Run 1, zoomed window:
Bar = 5 um. Window x 55 to 75, y 55 to 75 um. Cells in gray, sequential cells in the stronger gray; small squares are vias.
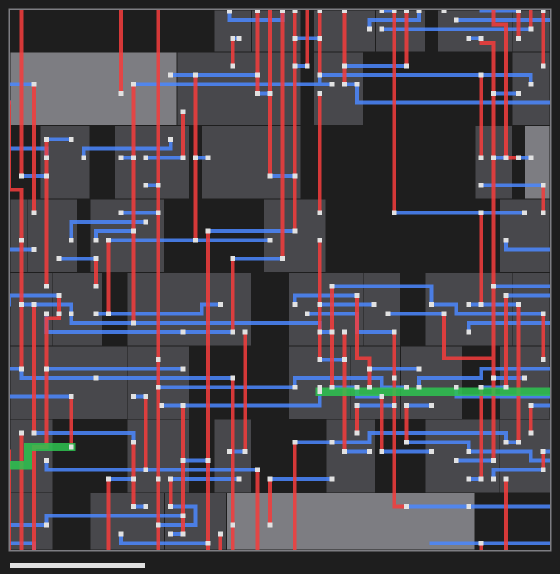
Run 1, signal wires on met1:
Bar = 20 um.
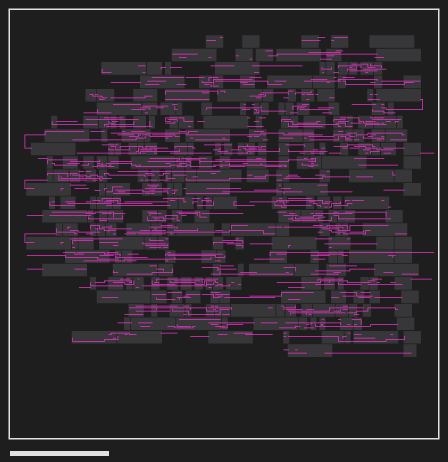
Run 1, wiring by layer:
Bar = 20 um. Only two layers are drawn.
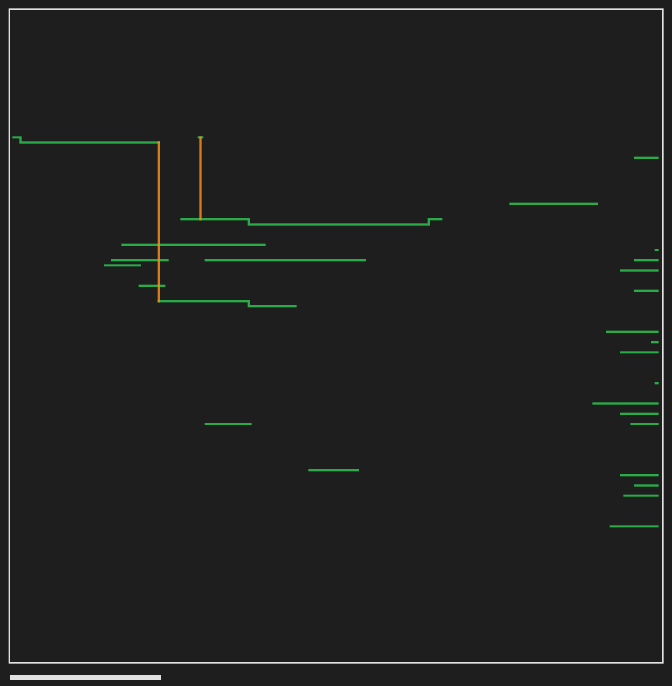
Run 1, signal metal coverage by tile:
The die is cut into 17 by 17 equal tiles; white is low, dark blue is high, scaled to the fullest tile. Values are wire area over tile area, all layers added.
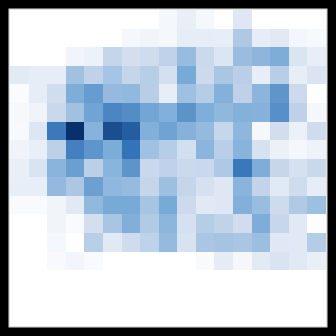
[src/rtl/call_stopwatch_if.sv]
// Command and display bundle between call control, the call stopwatch and the display driver.
// The stopwatch takes the slave side; call control takes the master side.
interface call_stopwatch_if;
   logic       start;
   logic       stop;
   logic       clear;
   logic [3:0] min_tens;
   logic [3:0] min_ones;
   logic [3:0] sec_tens;
   logic [3:0] sec_ones;
   logic       running;
   logic       saturated;
   logic       sec_pulse;

   modport master (
      output start, stop, clear,
      input  min_tens, min_ones, sec_tens, sec_ones, running, saturated, sec_pulse
   );

   modport slave (
      input  start, stop, clear,
      output min_tens, min_ones, sec_tens, sec_ones, running, saturated, sec_pulse
   );
endinterface

[src/rtl/call_stopwatch.sv]
// Call-duration stopwatch: counts BCD mm:ss from 00:00 up to 99:59 using an internal
// per-second prescaler, driven by start/stop/clear strobes (clear > stop > start).
module call_stopwatch #(
   parameter int unsigned TICKS_PER_SEC = 27_000_000
) (
   input logic              clk,
   input logic              sys_reset_n,
   call_stopwatch_if.slave  bus
);
   localparam int unsigned PW = $clog2(TICKS_PER_SEC);
   localparam logic [PW-1:0] PRESC_LAST = PW'(TICKS_PER_SEC - 1);

   localparam logic [1:0] S_IDLE      = 2'd0;
   localparam logic [1:0] S_RUNNING   = 2'd1;
   localparam logic [1:0] S_PAUSED    = 2'd2;
   localparam logic [1:0] S_SATURATED = 2'd3;

   logic [1:0]    state, state_nx;
   logic [PW-1:0] presc, presc_nx;
   logic [3:0]    min_tens, min_ones, sec_tens, sec_ones;
   logic [3:0]    min_tens_nx, min_ones_nx, sec_tens_nx, sec_ones_nx;
   logic          pulse_nx;
   logic          running_q, saturated_q, sec_pulse_q;
   logic          c_so, c_st, c_mo, c_mt;

   // Ripple carries out of each digit; c_mt means the display is at 99:59.
   assign c_so = (sec_ones == 4'd9);
   assign c_st = c_so && (sec_tens == 4'd5);
   assign c_mo = c_st && (min_ones == 4'd9);
   assign c_mt = c_mo && (min_tens == 4'd9);

   // NOTE: every combinational output takes a default before any branch, so no path
   // through the case statement leaves a signal unassigned and infers a latch.
   always_comb begin
      state_nx    = state;
      presc_nx    = presc;
      min_tens_nx = min_tens;
      min_ones_nx = min_ones;
      sec_tens_nx = sec_tens;
      sec_ones_nx = sec_ones;
      pulse_nx    = 1'b0;

      if (bus.clear) begin
         state_nx    = S_IDLE;
         presc_nx    = '0;
         min_tens_nx = 4'd0;
         min_ones_nx = 4'd0;
         sec_tens_nx = 4'd0;
         sec_ones_nx = 4'd0;
      end else begin
         case (state)
            S_IDLE: begin
               if (bus.start) begin
                  state_nx = S_RUNNING;
                  presc_nx = '0;
               end
            end
            S_RUNNING: begin
               if (bus.stop) begin
                  state_nx = S_PAUSED;
               end else if (presc == PRESC_LAST) begin
                  presc_nx = '0;
                  pulse_nx = 1'b1;
                  if (c_mt) begin
                     state_nx = S_SATURATED;
                  end else begin
                     sec_ones_nx = c_so ? 4'd0 : sec_ones + 4'd1;
                     if (c_so) sec_tens_nx = c_st ? 4'd0 : sec_tens + 4'd1;
                     if (c_st) min_ones_nx = c_mo ? 4'd0 : min_ones + 4'd1;
                     if (c_mo) min_tens_nx = min_tens + 4'd1;
                  end
               end else begin
                  presc_nx = presc + 1'b1;
               end
            end
            S_PAUSED: begin
               // Prescaler keeps its held value so the partial second survives the pause.
               if (bus.start) state_nx = S_RUNNING;
            end
            S_SATURATED: begin
               presc_nx = '0;
            end
            default: begin
               state_nx = S_IDLE;
               presc_nx = '0;
            end
         endcase
      end
   end

   // NOTE: sequential state uses non-blocking assignments only, so every register
   // samples the pre-edge values regardless of statement order.
   always_ff @(posedge clk or negedge sys_reset_n) begin
      if (!sys_reset_n) begin
         state       <= S_IDLE;
         presc       <= '0;
         min_tens    <= 4'd0;
         min_ones    <= 4'd0;
         sec_tens    <= 4'd0;
         sec_ones    <= 4'd0;
         running_q   <= 1'b0;
         saturated_q <= 1'b0;
         sec_pulse_q <= 1'b0;
      end else begin
         state       <= state_nx;
         presc       <= presc_nx;
         min_tens    <= min_tens_nx;
         min_ones    <= min_ones_nx;
         sec_tens    <= sec_tens_nx;
         sec_ones    <= sec_ones_nx;
         running_q   <= (state_nx == S_RUNNING);
         saturated_q <= (state_nx == S_SATURATED);
         sec_pulse_q <= pulse_nx;
      end
   end

   assign bus.min_tens  = min_tens;
   assign bus.min_ones  = min_ones;
   assign bus.sec_tens  = sec_tens;
   assign bus.sec_ones  = sec_ones;
   assign bus.running   = running_q;
   assign bus.saturated = saturated_q;
   assign bus.sec_pulse = sec_pulse_q;
endmodule

[src/flat_wrapper.sv]
// flat-port wrapper written by rule: the top's interface ports become plain ports
module call_stopwatch_flat 
#(
   parameter int unsigned TICKS_PER_SEC = 27_000_000
)
  (clk, sys_reset_n, bus_start, bus_stop, bus_clear, bus_min_tens, bus_min_ones, bus_sec_tens, bus_sec_ones, bus_running, bus_saturated, bus_sec_pulse);
  call_stopwatch_if bus_i ();
  input logic clk;
  input logic sys_reset_n;
  input wire logic [$bits(bus_i.start)-1:0] bus_start;
  input wire logic [$bits(bus_i.stop)-1:0] bus_stop;
  input wire logic [$bits(bus_i.clear)-1:0] bus_clear;
  output wire logic [$bits(bus_i.min_tens)-1:0] bus_min_tens;
  output wire logic [$bits(bus_i.min_ones)-1:0] bus_min_ones;
  output wire logic [$bits(bus_i.sec_tens)-1:0] bus_sec_tens;
  output wire logic [$bits(bus_i.sec_ones)-1:0] bus_sec_ones;
  output wire logic [$bits(bus_i.running)-1:0] bus_running;
  output wire logic [$bits(bus_i.saturated)-1:0] bus_saturated;
  output wire logic [$bits(bus_i.sec_pulse)-1:0] bus_sec_pulse;
  assign bus_i.start = bus_start;
  assign bus_i.stop = bus_stop;
  assign bus_i.clear = bus_clear;
  assign bus_min_tens = bus_i.min_tens;
  assign bus_min_ones = bus_i.min_ones;
  assign bus_sec_tens = bus_i.sec_tens;
  assign bus_sec_ones = bus_i.sec_ones;
  assign bus_running = bus_i.running;
  assign bus_saturated = bus_i.saturated;
  assign bus_sec_pulse = bus_i.sec_pulse;
  call_stopwatch #(.TICKS_PER_SEC(TICKS_PER_SEC)) u_core (.clk(clk), .sys_reset_n(sys_reset_n), .bus(bus_i));
endmodule
[config.mk]
export PLATFORM = sky130hd
export DESIGN_NAME = call_stopwatch_flat
export DESIGN_NICKNAME = d
export VERILOG_FILES = /design/src/rtl/call_stopwatch_if.sv /design/src/rtl/call_stopwatch.sv /design/src/flat_wrapper.sv
export SDC_FILE = /design/constraint.sdc
export NUM_CORES = 1
export LEC_CHECK = 0
export ABC_CLOCK_PERIOD_IN_PS = 3830
export CORE_MARGIN = 3
export CORE_UTILIZATION = 39
export DETAILED_ROUTE_END_ITERATION = 6
export PLACE_DENSITY = 0.68
export SETUP_SLACK_MARGIN = 0.3
export SLEW_MARGIN = 20
export SYNTH_ARGS = -nofsm -noshare
export SYNTH_HDL_FRONTEND = slang
export SYNTH_SLANG_ARGS = --single-unit
[constraint.sdc]
create_clock -name clk -period 3.83 [get_ports clk]
set_clock_uncertainty 0.1 [all_clocks]
set_input_delay 0.766 -clock clk [delete_from_list [all_inputs] [get_ports clk]]
set_output_delay 0.766 -clock clk [all_outputs]
set_load 0.005 [all_outputs]
==> CHANGELOG.md, run 1 <==
### Metrics

- Outcome: finished clean
- Vias in the first global route: around 1900
- Nets: between 300 and 400
- Tool warnings: 30
- #FFs+latches synth: 46
- Register-to-Register Path Depth: 5
- Crit start category: flop
- Cell area after placement: ~0.0028 sq mm
- First-pass GRT wire length: 8960 um
- Port bufs: 23
- Detailed Routing Iterations Pass 1: 4
- Top power group: sequential cells
- Row cnt: 28
- GPL Wtd Cong: between 0.8 and 0.9
- Fin crit period: 2.81 ns
- Area Growth Syn to Fin: 16.6%
- Final Max Slew Viols: 0
- Netlist Area Pre-Place: about 0.0025 sq mm
- Die height: 86.6 um
- Largest net degree at the start of global routing: 47
- Critical R2R Launch: u_core.presc[8]
- Global route hottest layer: met2
- Cell count after synthesis: around 270
- FP Util: between 40% and 50%
- Num CTS Buffers: 5
- Worst Path Arrival: approximately 3 ns
- Final Cell Area: about 0.003 sq mm
- P_leak: 1.19 nW
- Dpl ws: 0.874 ns
- Crit. path cell count: 5
- CP peak stage delay: ~0.69 ns
- Clock group: 0.369 mW
- FF-to-FF End: u_core.bus.min_tens[1]
- Critical path's top delay family: simple AND/OR/NAND/NOR gates
- Clk root buf: clkbuf_8
- Worst vdd ir: approximately 200 uV
- Post-DP HPWL: ~3600 um
- DIE AREA: 0.00750 sq mm
- Slew headroom: slightly above 60%
- Most frequent logic cell in the layout: dfrtp_1
- Layout cell share with drive strength beyond 1: around 8.5%
- Floorplan core area: between 0.006 and 0.007 sq mm
- XOR/XNOR Area Share: between 6 and 7%
- Final setup viols: 0
- Yosys warning total: 0
- Power Dens Cells: approximately 310 mW/mm^2
- Sum Neg Setup Slack: 0 ns
- CP Capture Point: u_core.bus.min_tens[1]
- Tcrit/Tclk final: roughly three quarters
- Max Cap Viol: 0
- Internal power: between 0.6 and 0.7 mW
- Longest Clk Path Bufs: 2
- Final hold violations: 0
- N_diodes: 0
- Yosys cell count: ~270
- Worst setup path class: reg2reg
- CTS hold repair buffers: 0
- Most frequent cells in the layout: 46 x dfrtp_1, 30 x nor2_1, 22 x clkdlybuf4s50_1
- Most area-consuming cells after synthesis: dfrtp_1 45%, xor2_1 6.2%, ha_1 4.4%
- Critical Path Start: u_core.presc[8]
- Power Total: between 0.9 and 1 mW
- Highest Clock Rate: between 0.3 and 0.4 GHz
- Post-route ant nets: 0
- Post-CTS Setup Repair Bufs: 0
- Seq group: roughly 0.5 mW
- Max-area cell share: 45.4%
- Mux frac, synth: around 1.3%
- Synth area leader: dfrtp_1
- Dominant flop cell: dfrtp_1
- Register share of total power: 53.9%
Notes on 'zoomed window' above:
- met2: red
- met3: green
- met1: blue
- sequential cells in the window: 2
- most frequent: a21oi_1 (6), o21ai_0 (5)
- cells with their middle in the window: 40
- netlist names of flops here include: `u_core.bus.min_ones` (1), `u_core.bus.min_tens` (1)

Notes on 'signal wires on met1' above:
- longest straight run: 33.1 um
- nets with wire on the layer: 270
- share of all routed wire: 49%
- main direction: horizontal
- wire length on this layer: 2460 um
DR vias: 2030
grt met1 use: 19.1%
routed wire length: 5060 um

Notes on 'wiring by layer' above:
- met4: orange (wire length 32.0 um)
- met3: green (wire length 216 um)
wire per inst: 13.7 um
Tot GR Track Use: 14.9%

Notes on 'signal metal coverage by tile' above:
- fullest tile: 0.53
- densest ninth of the die: center
- mean over tiles: 0.11
- emptiest ninth of the die: south-west

-- run 1: worst min-delay path by stage --
stage                           start                      to  cells after the start
3_3_place_gp   u_core.bus.sec_tens[2]  u_core.bus.sec_tens[2]                      1
4_1_cts        u_core.bus.sec_tens[2]  u_core.bus.sec_tens[2]                      1
2_1_floorplan             sys_reset_n  u_core.bus.min_ones[0]                      0
6_report                  sys_reset_n  u_core.bus.sec_ones[1]                      1
3_5_place_dp   u_core.bus.sec_tens[2]  u_core.bus.sec_tens[2]                      1
5_1_grt                   sys_reset_n  u_core.bus.sec_ones[3]                      1
-- run 1: registers in the layout (all words and copies together), names as in the netlist --
signal / flops
u_core.bus.min_ones: 4
u_core.bus.min_tens: 4
u_core.bus.running: 1
u_core.bus.saturated: 1
u_core.bus.sec_ones: 4
u_core.bus.sec_pulse: 1
u_core.bus.sec_tens: 4
u_core.presc: 25
u_core.state: 2
-- run 1: cells in the mapped netlist (all sizes together) (3+ instances only) --
| cell | number |
|---|---|
| clkbuf | 4 |
| xor2 | 18 |
| nor4 | 3 |
| and3b | 4 |
| and3 | 6 |
| o21a | 3 |
| buf | 5 |
| and2 | 7 |
| ha | 9 |
| or3 | 10 |
| nor3 | 7 |
| nand2b | 3 |
| nand2 | 13 |
| a21oi | 14 |
| inv | 13 |
| nor2 | 30 |
| nand4 | 17 |
| nand3 | 14 |
| o21ai | 12 |
| dfrtp | 46 |
| or4 | 4 |
-- run 1: cell type report --
class | count | area, sq um
Clock inverter | 2 | 37.5
Tap cell | 75 | 93.8
Clock buffer | 6 | 72.6
Timing Repair Buffer | 27 | 258
Multi-Input combinational cell | 200 | 1290
Sequential cell | 46 | 1150
Fill cell | 591 | 3140
Inverter | 13 | 48.8
==> inputs of run 2 (changes only) <==
--- a/config.mk
+++ b/config.mk
@@ -5,7 +5,7 @@
 export SDC_FILE = /design/constraint.sdc
 export NUM_CORES = 1
 export LEC_CHECK = 0
-export ABC_CLOCK_PERIOD_IN_PS = 3830
+export ABC_CLOCK_PERIOD_IN_PS = 2900
 export CORE_MARGIN = 3
 export CORE_UTILIZATION = 39
 export DETAILED_ROUTE_END_ITERATION = 6
==> constraint.sdc (replaced) <==
create_clock -name clk -period 2.9 [get_ports clk]
set_clock_uncertainty 0.1 [all_clocks]
set_input_delay 0.58 -clock clk [delete_from_list [all_inputs] [get_ports clk]]
set_output_delay 0.58 -clock clk [all_outputs]
set_load 0.005 [all_outputs]
==> run 2 against run 1 <==
  * Hold slack lost 0.21 ns
  * Synthesized cell count unchanged
  * Critical path depth grew 1
  * Flip-flop count stayed put
  * Die area is the same
  * Sequential power is 32% higher
  * Via count rose by 0.30%
  * Critical path type unchanged
  * Critical endpoint unchanged
==> CHANGELOG.md, run 2 <==
### Metrics

- First-pass GRT wire length: 9130 um (was 8960 um)
- Sum Neg Setup Slack: 0 ns (unchanged)
- Worst setup path class: reg2reg (unchanged)
- DRC: 0 (unchanged)
- Most area-consuming cells after synthesis: dfrtp_1 45%, xor2_1 6.2%, ha_1 4.4% (unchanged)
- Routed wire length: 5230 um (was 5060 um)
- Avg Cell Area, Syn: 9.46 sq um (unchanged)
- Antenna violations before repair: 0 (unchanged)
- Power Total: 1.12 mW (was 0.913 mW)
- Power Dens Cells: 375 mW/mm^2 (was 309 mW/mm^2)
- Mux frac, synth: 1.28% (unchanged)
- Layout cell share with drive strength beyond 1: 11.0% (was 8.50%)
- Slew @ Worst Pin: 0.641 ns (was 0.568 ns)
- Clk slew on worst S/H paths: 0.10 ns (was 0.09 ns)
- Fin crit period: 2.46 ns (was 2.81 ns)
- DR vias: 2036 (was 2030)
- Synthesis area per yosys: 0.00253 sq mm (unchanged)
- Die height: 86.6 um (unchanged)
- Final hold violations: 0 (unchanged)
- Post-route ant nets: 0 (unchanged)
- Grt met1 use: 20.0% (was 19.1%)
- DIE AREA: 0.00750 sq mm (unchanged)
- Clk_lat worst skew: 0.30 ns (was 0.31 ns)
- Met3 Routed Length: 146 um (was 215 um)
- Final setup viols: 0 (unchanged)
- Number of enable flip-flop cells: 0 (unchanged)
- Final Max Slew Viols: 0 (unchanged)
- Top reg by flops: u_core.presc (unchanged)
- Port bufs: 23 (unchanged)
- Vias in the first global route: 1990 (was 1915)
- Worst Path Arrival: 2.56 ns (was 2.93 ns)
- Adder Area Share: 4.44% (unchanged)
- Post-Layout Cell Count: 375 (was 369)
- Highest metal used: met4 (unchanged)
- Area Growth Syn to Fin: 17.6% (was 16.6%)
- GPL Wtd Cong: 0.820 (was 0.843)
- Highest Clock Rate: 0.407 GHz (was 0.356 GHz)
- Metal2 WL: 2550 um (was 2340 um)
- Clk root buf: clkbuf_8 (unchanged)
- P_leak: 1.21 nW (was 1.19 nW)
- Outcome: finished clean (unchanged)
- Synth area leader: dfrtp_1 (unchanged)
- Register-to-Register Path Depth: 6 (was 5)
- Max reg flops: 25 (unchanged)
- Tot GR Track Use: 14.9% (about the same)
- Unique cell types: 46 (unchanged)
- Detailed Routing Iterations Pass 1: 4 (unchanged)
- Row cnt: 28 (unchanged)
- Largest net degree at the start of global routing: 25 (was 47)
- Nets: 313 (was 307)
- Top cells by count, synth: 46 x dfrtp_1, 30 x nor2_1, 18 x xor2_1 (unchanged)
- CTS tree: done (unchanged)
- H-tree Lvls: 2 (unchanged)
- Crit start category: flop (unchanged)
- Netlist Area Pre-Place: 0.00253 sq mm (unchanged)
- Num CTS Buffers: 5 (unchanged)
- Dominant comb cell: simple AND/OR/NAND/NOR gates (unchanged)
- Longest Clk Path Bufs: 2 (unchanged)
- Tool warnings: 30 (unchanged)
- #FFs+latches synth: 46 (unchanged)
- Tcrit/Tclk final: 84.7% (was 73.4%)
- Most frequent logic cell in the layout: dfrtp_1 (unchanged)
- Global route hottest layer: met2 (unchanged)
- Cell count after synthesis: 268 (unchanged)
- Grt total ovfl: 0 (unchanged)
- Yosys warning total: 0 (unchanged)
- Worst vdd ir: 220 uV (was 195 uV)
- Fillers: 584 (was 591)
- DRT met1 WL: 2520 um (was 2460 um)
- Io pins: 24 (unchanged)
- Most frequent cells in the layout: 45 x dfrtp_1, 30 x nor2_1, 22 x clkdlybuf4s50_1 (was 46 x dfrtp_1, 30 x nor2_1, 22 x clkdlybuf4s50_1)
- Yosys cell count: 268 (unchanged)
- Slew headroom: 57.0% (was 62.1%)
- Max-area cell share: 45.4% (unchanged)
- N_diodes: 0 (unchanged)
- Async S/R FF share, synth: 100% (unchanged)
- Top-count cell post-synth: dfrtp_1 (unchanged)
- RSZ-0062 raised after global routing: no (unchanged)
- R2R setup slack: 0.44 ns (was 1.02 ns)
- Wire per inst: 13.9 um (was 13.7 um)
- Post-DP HPWL: 3770 um (was 3600 um)
- FP Util: 41.6% (unchanged)
- XOR/XNOR Area Share: 6.91% (unchanged)
- Mapped Nets: 282 (unchanged)
- M3 GR Usage: 2.85% (was 3.52%)
- Floorplan core area: 0.00610 sq mm (unchanged)
- Dominant flop cell: dfrtp_1 (unchanged)
- Max Cap Viol: 0 (unchanged)
==> run 2: cell count changes in the layout (fill, tap and decap cells not counted), sizes merged <==
cell	delta
clkinv	+2
buf	+6
clkbuf	-1
bufinv	-1
==> run 2: layout make-up <==
class                      instances  area (sq um)  area share (%)
inverter                          13          48.8            1.64
timing repair buffer              33           300            10.1
clock buffer                       5          68.8            2.31
tap                               75          93.8            3.15
sequential                        46          1150            38.7
clock inverter                     3          21.3           0.714
multi-input combinational        200          1290            43.5
==> run 2: final timing paths <==
| path | from | endpoint |
|---|---|---|
| max reg2reg | u_core.presc[6] | u_core.bus.min_tens[1] |
| min | sys_reset_n | u_core.bus.sec_ones[2] |
| min in group clk | u_core.bus.sec_tens[2] | u_core.bus.sec_tens[2] |
| max | u_core.presc[6] | u_core.bus.min_tens[1] |
| max in group asynchronous | sys_reset_n | u_core.presc[1] |
| min reg2reg | u_core.bus.sec_tens[2] | u_core.bus.sec_tens[2] |
==> run 2: through the flow <==
step | utilization (%) | cell area, sq um | setup WS, ns
after global placement | 47.0 | 2870 | 0.349
after global routing | 48.9 | 2980 | 0.334
after detailed placement | 47.0 | 2870 | 0.306
final | 48.9 | 2980 | 0.443
after CTS | 48.5 | 2960 | 0.304
after floorplan | - | 2530 | 0.588
==> run 2: report_power, final <==
part           switching, mW  internal (mW)
clock                  0.226          0.170
combinational         0.0487         0.0227
sequential           0.00446          0.645
total                  0.280          0.838
==> run 2: critical path: stages, from the launching register on <==
cell,delay [ns]
dfrtp_2,0.42
or3b_2,0.50
nor4_4,0.39
nand4_1,0.13
buf_4,0.20
or4_2,0.54
o31ai_1,0.08
==> run 2: repair_timing <==
item                       in CTS  in global routing
hold buffers                    0                  0
buffers inserted                0                  3
gates resized                   0                  1
setup endpoints to repair       0                 10
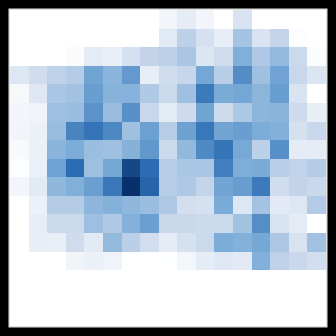
Run 2: signal metal coverage by tile
The die is cut into 17 by 17 equal tiles; white is low, dark blue is high, scaled to the fullest tile. Values are wire area over tile area, all layers added.
- tiles over half the peak: 14%
- fullest tile: 0.46
- mean over tiles: 0.11

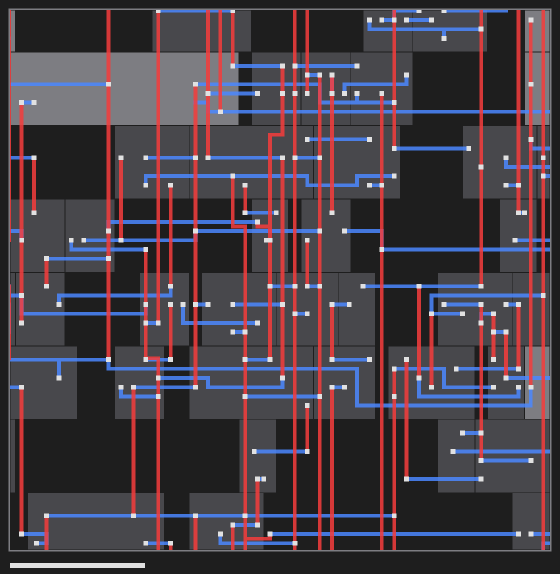
Run 2: zoomed window
Bar = 5 um. Window x 55 to 75, y 55 to 75 um. Cells in gray, sequential cells in the stronger gray; small squares are vias.

Power and IR drop assume default switching activity.
